==> config.mk <==
export PLATFORM = sky130hd
export DESIGN_NAME = dummy_wb_fifo
export DESIGN_NICKNAME = d
export VERILOG_FILES = /design/src/rtl/dummy_wb_fifo.sv
export SDC_FILE = /design/constraint.sdc
export NUM_CORES = 1
export LEC_CHECK = 0
export CAP_MARGIN = 20
export CORE_ASPECT_RATIO = 0.6
export CORE_MARGIN = 5
export CORE_UTILIZATION = 50
export DETAILED_ROUTE_END_ITERATION = 16
export PLACE_DENSITY = 0.71
export SYNTH_ARGS = -nofsm -noshare
export SYNTH_HDL_FRONTEND = slang
export SYNTH_SLANG_ARGS = --single-unit
==> constraint.sdc <==
create_clock -name clk_i -period 3.1 [get_ports clk_i]
set_input_delay 0.31 -clock clk_i [delete_from_list [all_inputs] [get_ports clk_i]]
set_output_delay 0.31 -clock clk_i [all_outputs]
set_load 0.005 [all_outputs]
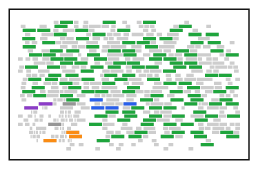
Fig. 1. Where the registers sit.
Scale: 1.5 px per um. Other sequential cells in the stronger grey, the rest of the logic in the fainter grey.
legend:
  blue:
    signal: `tag_q`
    sequential_cells: 4
  orange:
    signal: `count_o`
    sequential_cells: 3
  green:
    signal: `data_q`
    sequential_cells: 128
    where: widely spread
  purple:
    signal: `rd_ptr_q`
    sequential_cells: 2
Reg area: 0.00348 mm^2
Seq/total area: 42.7%
flip-flop and latch power: 2.66 mW
Final Core Density: 63.0%

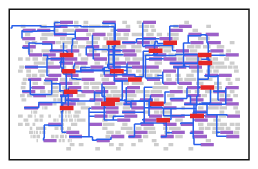
Fig. 2. Routed clock nets over the placement.
Scale: 1.5 px per um.
legend:
  red:
    item: clock drivers
    count: 17
  purple:
    item: flip-flops
    count: 139
  blue:
    item: clock wires
    length: 1,940 um
routed clock nets: 18
Latency at later pin: 0.42 ns
Final Skew: 0.0123 ns
Clk power: 2.43 mW
clock share of power: 35.6%

==> reports/qor.csv <==
stage,metric,value,unit
logic_synthesis,most frequent cell after synthesis,dfrtp_1,
clock_tree,Clock Sinks,139,
logic_synthesis,Synth Seq Share,52.3,%
logic_synthesis,cell type with the largest total area,dfrtp_1,
detailed_routing,via count,3600,
sta,Achievable Freq,0.388,GHz
global_route,GRT overflow,0,
detailed_routing,Vias/cell,5.56,
global_route,largest net degree at the start of global routing,78,
hold_path,Worst Hold Class,in2async,
power,total power,6.83,mW
final_layout,max reg flops,128,
place,cell count after placement,615,
setup_path,reg2reg path depth,4,
power,VDD IR max,0.000356,V
sta,Worst-Margin Slew,0.708,ns
clock_tree,root buf cell,clkbuf_16,
sta,final cycle utilization of the critical path,83.2,%
sta,final setup violation count,0,
die,# IOs,76,
logic_synthesis,Yosys chip area,0.00665,mm^2
setup_path,Critical Path End Type,primary output,
flow_run,tool warnings,29,
die,Die Size,0.0158,mm^2
clock_tree,clock-pin slew on the worst setup and hold paths,0.07,ns
setup_path,Crit Path Class,reg2out,
clock_tree,TritonCTS clock tree,yes,
final_layout,Synth-to-Final Area Change,22.6,%
setup_path,flop2flop setup slack,0.81,ns
logic_synthesis,Yosys Instances,388,
clock_tree,cts bufs inserted,17,
logic_synthesis,distinct lib cells,39,
die,fp_density,51.4,%
logic_synthesis,Top cell area share,52.3,%
detailed_routing,drt pass-1 iters,4,
detailed_routing,initial drt markers,220,
clock_tree,H-tree depth,4,
detailed_routing,# DRC,0,
logic_synthesis,Commonest flop,dfrtp_1,
place,I/O Buffers,75,
sta,Fin. Hold Viols,0,
sta,setup_tns,0,ns
logic_synthesis,Syn Inst Count,388,
logic_synthesis,"Avg Cell Area, Syn",17.1,um^2
final_layout,final net count,508,
sta,Slew Limit Fails,0,
global_route,vias in the first global route,3958,
logic_synthesis,Async SR Flop Fraction,100,%
die,core area,0.0129,mm^2
flow_run,Max-cap violations,0,
logic_synthesis,number of enable flip-flop cells,0,
setup_path,Worst Path Arrival,2.27,ns
logic_synthesis,Yosys reg bits,139,
place,Final HPWL DP,8240,um
final_layout,post-route insts no fill,648,
logic_synthesis,Synth area leaders,"dfrtp_1, mux2_4, mux2_2",
power,Leakage Power,3.70,nW
detailed_routing,routed wire length,13300,um
global_route,first-pass GRT wire length,22200,um
outcome,status,finished clean,
detailed_routing,Wirelength per Cell,20.5,um
clock_tree,clock tree buffer depth,2,
setup_path,largest fanout on the critical path,22,
logic_synthesis,syn_nets,431,
final_layout,# diodes,0,
setup_path,CP Launch Type,flip-flop,
final_layout,layout cells sized above 1,44.8,%
## worst max-delay path, stage by stage, from the launching register on
cell and delay [ns]:
dfrtp_2 0.35, buf_4 0.40, mux4_2 0.62, clkdlybuf4s50_1 0.47
## final cells by class
cell class                      instances  area (um^2)  share of cell area [%]
Tap cell                              170          213                    2.61
Inverter                                4         15.0                   0.184
Clock inverter                         14          267                    3.27
Timing Repair Buffer                   86          875                    10.7
Sequential cell                       139         3480                    42.7
Multi-Input combinational cell        217         2860                    35.1
Clock buffer                           18          439                    5.39
## report_power, final
| group | total [mW] | switching [mW] | leakage (nW) | internal (mW) |
|---|---|---|---|---|
| sequential | 2.66 | 0.306 | 1.75 | 2.35 |
| clock | 2.43 | 0.811 | 0.341 | 1.62 |
| combinational | 1.74 | 0.521 | 1.61 | 1.22 |
| total | 6.83 | 1.64 | 3.70 | 5.19 |
## per-stage QoR
stage	worst slack [ns]	hold WS (ns)	instance area (um^2)
global route	0.390	0.511	8150
global placement	0.592	0.384	7430
CTS	0.470	0.504	8150
floorplan	1.14	0.0144	6650
detailed placement	0.500	0.393	7430
finish	0.522	0.483	8150
## cell families (layout without fill, tap and decap cells)
kind of cell / after synthesis / after routing / share of synthesized area, %
buf+inv: 32 / 122 / 4.65
flops: 139 / 139 / 52.3
simple gates: 29 / 29 / 3.09
xor+xnor: 3 / 3 / 0.395
compound gates: 15 / 15 / 1.53
mux: 165 / 165 / 36.9
fa+ha+maj: 5 / 5 / 1.05
## routing by layer
metal	share of wire [%]	vias to the layer above	track usage (%)
met5	0	-	0
met1	50	1925	26.6
met4	0.53	0	5.62
met2	45	78	25.5
li1	-	1591	-
met3	4.3	6	5.01
## layout by cell type, fill, tap and decap left out, types with 2 or more instances in the layout
master,synthesis,layout
ha_1,4,4
mux4_2,33,33
nor3_1,3,3
xor2_1,2,2
bufinv_16,0,7
clkinv_4,0,4
buf_12,6,3
mux2_4,60,60
clkbuf_16,0,17
inv_1,4,4
clkdlybuf4s50_1,0,74
nand2_1,2,2
nor2_1,6,6
nand3_4,4,4
nand3_1,5,5
nand2b_1,2,2
dfrtp_1,139,137
a21oi_1,2,2
dfrtp_2,0,2
buf_4,0,7
o21ai_0,4,4
mux2_2,72,72
nand3b_1,2,2
## timing repair
item                                   4_1_cts  5_1_grt
endpoints found under the hold margin       76        0
hold buffers                                 1        0
buffers inserted                             0        0
resized                                      0        0
Power figures rest on the tool's default switching activity, not on a simulated workload.
